### Signal wires by layer

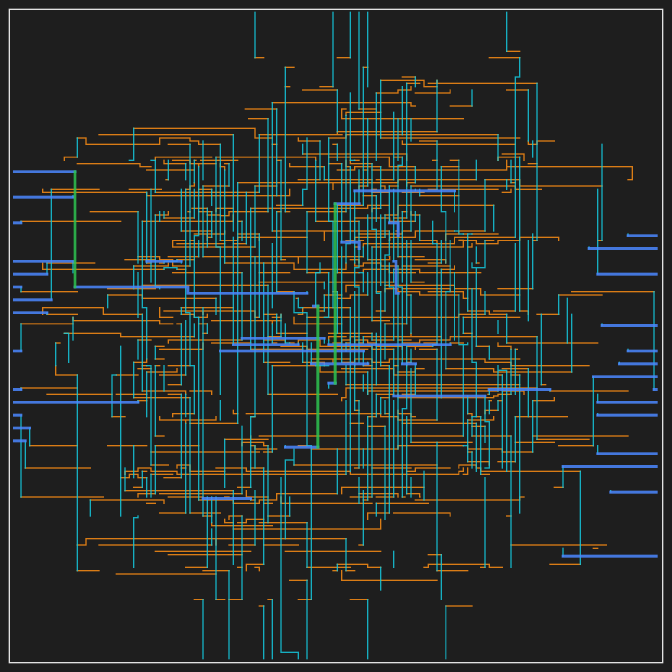
### Cell placement

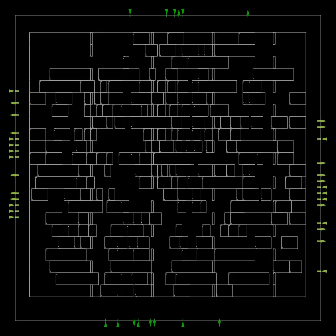
### I/O nets highlighted

Scale bar: 20 microns.
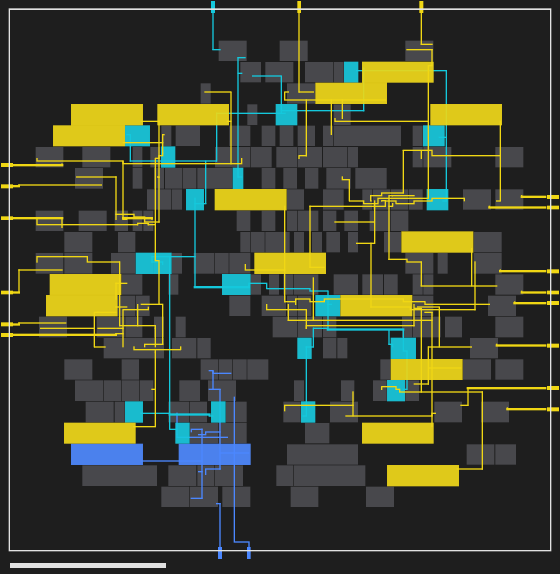
### Cell sizes after repair

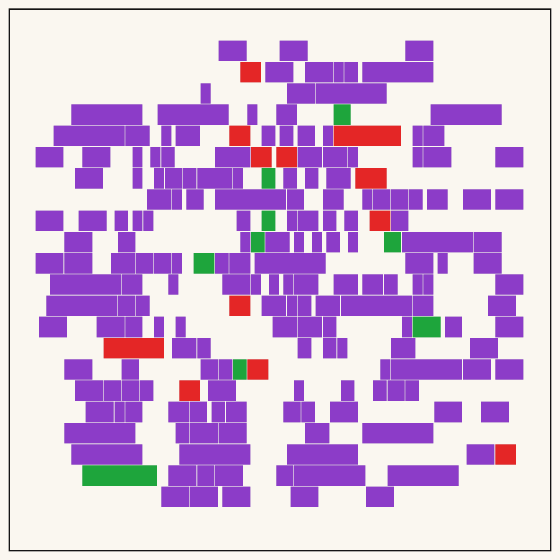
$ cat config.mk
export PLATFORM = sky130hd
export DESIGN_NAME = timer_ctrl
export DESIGN_NICKNAME = d
export VERILOG_FILES = /design/src/rtl/timer_ctrl.sv
export SDC_FILE = /design/constraint.sdc
export NUM_CORES = 1
export LEC_CHECK = 0
export CAP_MARGIN = 40
export CORE_MARGIN = 3
export CORE_UTILIZATION = 35
export CTS_BUF_LIST = sky130_fd_sc_hd__clkbuf_2
export DETAILED_ROUTE_END_ITERATION = 10
export GPL_TIMING_DRIVEN = 1
export MAX_ROUTING_LAYER = met4
export SLEW_MARGIN = 20
export SYNTH_ARGS = -nofsm -noshare
export SYNTH_HDL_FRONTEND = slang
export SYNTH_SLANG_ARGS = --single-unit
$ cat constraint.sdc
create_clock -name clk -period 2.5 [get_ports clk]
set_input_delay 0.25 -clock clk [delete_from_list [all_inputs] [get_ports clk]]
set_output_delay 0.25 -clock clk [all_outputs]
set_load 0.005 [all_outputs]
$ cat src/rtl/timer_ctrl.sv
// Millisecond countdown timer with start/pause/clear control, driven by a 1 kHz ms_clk.
// Optional AUTO_RELOAD_EN: on expiry reload from load_val and keep running.
module timer_ctrl #(
    parameter int WIDTH = 16
) (
    input  logic             clk,
    input  logic             rst_n,
    input  logic             ms_clk,
    input  logic             start,
    input  logic             pause,
    input  logic             clear,
    input  logic [WIDTH-1:0] load_val,
    output logic [WIDTH-1:0] remaining,
    output logic             running,
    output logic             done,
    output logic [1:0]       state
);

    typedef enum logic [1:0] {
        IDLE    = 2'd0,
        RUN     = 2'd1,
        PAUSED  = 2'd2,
        EXPIRED = 2'd3
    } state_t;

    state_t           state_reg, state_next;
    logic [WIDTH-1:0] remaining_reg, remaining_next;
    logic             done_reg, done_next;
    logic             ms_clk_d_reg;
    logic             pause_d_reg;
    logic             ms_tick;
    logic             pause_rise;

    assign ms_tick    = ms_clk & ~ms_clk_d_reg;
    assign pause_rise = pause & ~pause_d_reg;

    // ms_clk_d resets high so a high ms_clk at reset release is not seen as an edge.
    always_ff @(posedge clk or negedge rst_n) begin
        if (!rst_n) begin
            state_reg     <= IDLE;
            remaining_reg <= '0;
            done_reg      <= 1'b0;
            ms_clk_d_reg  <= 1'b1;
            pause_d_reg   <= 1'b0;
        end else begin
            state_reg     <= state_next;
            remaining_reg <= remaining_next;
            done_reg      <= done_next;
            ms_clk_d_reg  <= ms_clk;
            pause_d_reg   <= pause;
        end
    end

    // Commands are mutually prioritised and any accepted command swallows a coincident tick.
    always_comb begin
        state_next     = state_reg;
        remaining_next = remaining_reg;
        done_next      = 1'b0;
        if (clear) begin
            state_next     = IDLE;
            remaining_next = '0;
        end else if (start) begin
            if (load_val == '0) begin
                state_next     = EXPIRED;
                remaining_next = '0;
                done_next      = 1'b1;
            end else begin
                state_next     = RUN;
                remaining_next = load_val;
            end
        end else if (pause_rise && state_reg == RUN) begin
            state_next = PAUSED;
        end else if (pause_rise && state_reg == PAUSED) begin
            state_next = RUN;
        end else if (ms_tick && state_reg == RUN) begin
            if (remaining_reg > WIDTH'(1)) begin
                remaining_next = remaining_reg - WIDTH'(1);
            end else begin
                done_next = 1'b1;
`ifdef AUTO_RELOAD_EN
                if (load_val == '0) begin
                    state_next     = EXPIRED;
                    remaining_next = '0;
                end else begin
                    remaining_next = load_val;
                end
`else
                state_next     = EXPIRED;
                remaining_next = '0;
`endif
            end
        end
    end

    assign remaining = remaining_reg;
    assign done      = done_reg;
    assign state     = state_reg;
    assign running   = (state_reg == RUN);

endmodule

==> flow_metrics.tcl <==
# metrics dict for downstream scripts
set metrics [dict create \
    cts_resized 0 \
    top_cell "dfrtp_1" \
    cts_buffer_depth 2 \
    grt_pass1_vias 1457 \
    dominant-cell-class "combinational gates" \
    layout.cells.most_common "clkdlybuf4s50_1" \
    ys_cells 163 \
    buffers_excl_clock 50 \
    crit_required_ns 2.76 \
    outcome "completed" \
    drt_wl_total_mm 4.37 \
    floorplan.nets 187 \
    postCtsSetupRepairBufs 0 \
    clock_skew_ns 0.00807 \
    p_clk_w 0.000154 \
    regToRegSetupSlack_ns 0.30 \
    via_count 1481 \
    comb_cells 126 \
    wl_met2_mm 2.00 \
    post-route-min-period_ns 2.20 \
    drc 0 \
    hold_buffers 0 \
    dieArea_sq_um 4780 \
    ys.flops 21 \
    adder_share_pct 1.79 \
    final-clk-cell-share_pct 1.04 \
    cts.sinks 21 \
    synth-async-reset-ratio_pct 100 \
    syn_to_final_growth_pct 37.5 \
    vdd_drop_max_mv 0.220 \
    port_buffers 41 \
    ys_sh_aoi_pct 21.1 \
    ios 42 \
    met1_usage_pct 26.3 \
    place_ws_ns 0.354 \
]
About 'Signal wires by layer':
legend:
  blue:
    layer: metal 3
    wire_length: 255 microns
  orange:
    layer: metal 1
    wire_length: 2070 microns
  green:
    layer: metal 4
    wire_length: 46.2 microns
  cyan:
    layer: metal 2
    wire_length: 2000 microns

About 'Cell placement':
Final Util: 51.3%
# fillers: 369

About 'I/O nets highlighted':
legend:
  blue:
    port: state
    direction: output
    end_cells: 2
    buffers: 2
    wire: 83.2 microns
  cyan:
    port: clear
    direction: input
    end_cells: 19
    buffers: 2
    wire: 225 microns
  yellow:
    port: remaining
    direction: output
    end_cells: 16
    buffers: 16
    wire: 764 microns

About 'Cell sizes after repair':
legend:
  red:
    size: _3 and _4 cells
    cells: 12
    share: 5.8%
  purple:
    size: _0 and _1 cells
    cells: 187
    share: 90%
  green:
    size: _2 cells
    cells: 9
    share: 4.3%

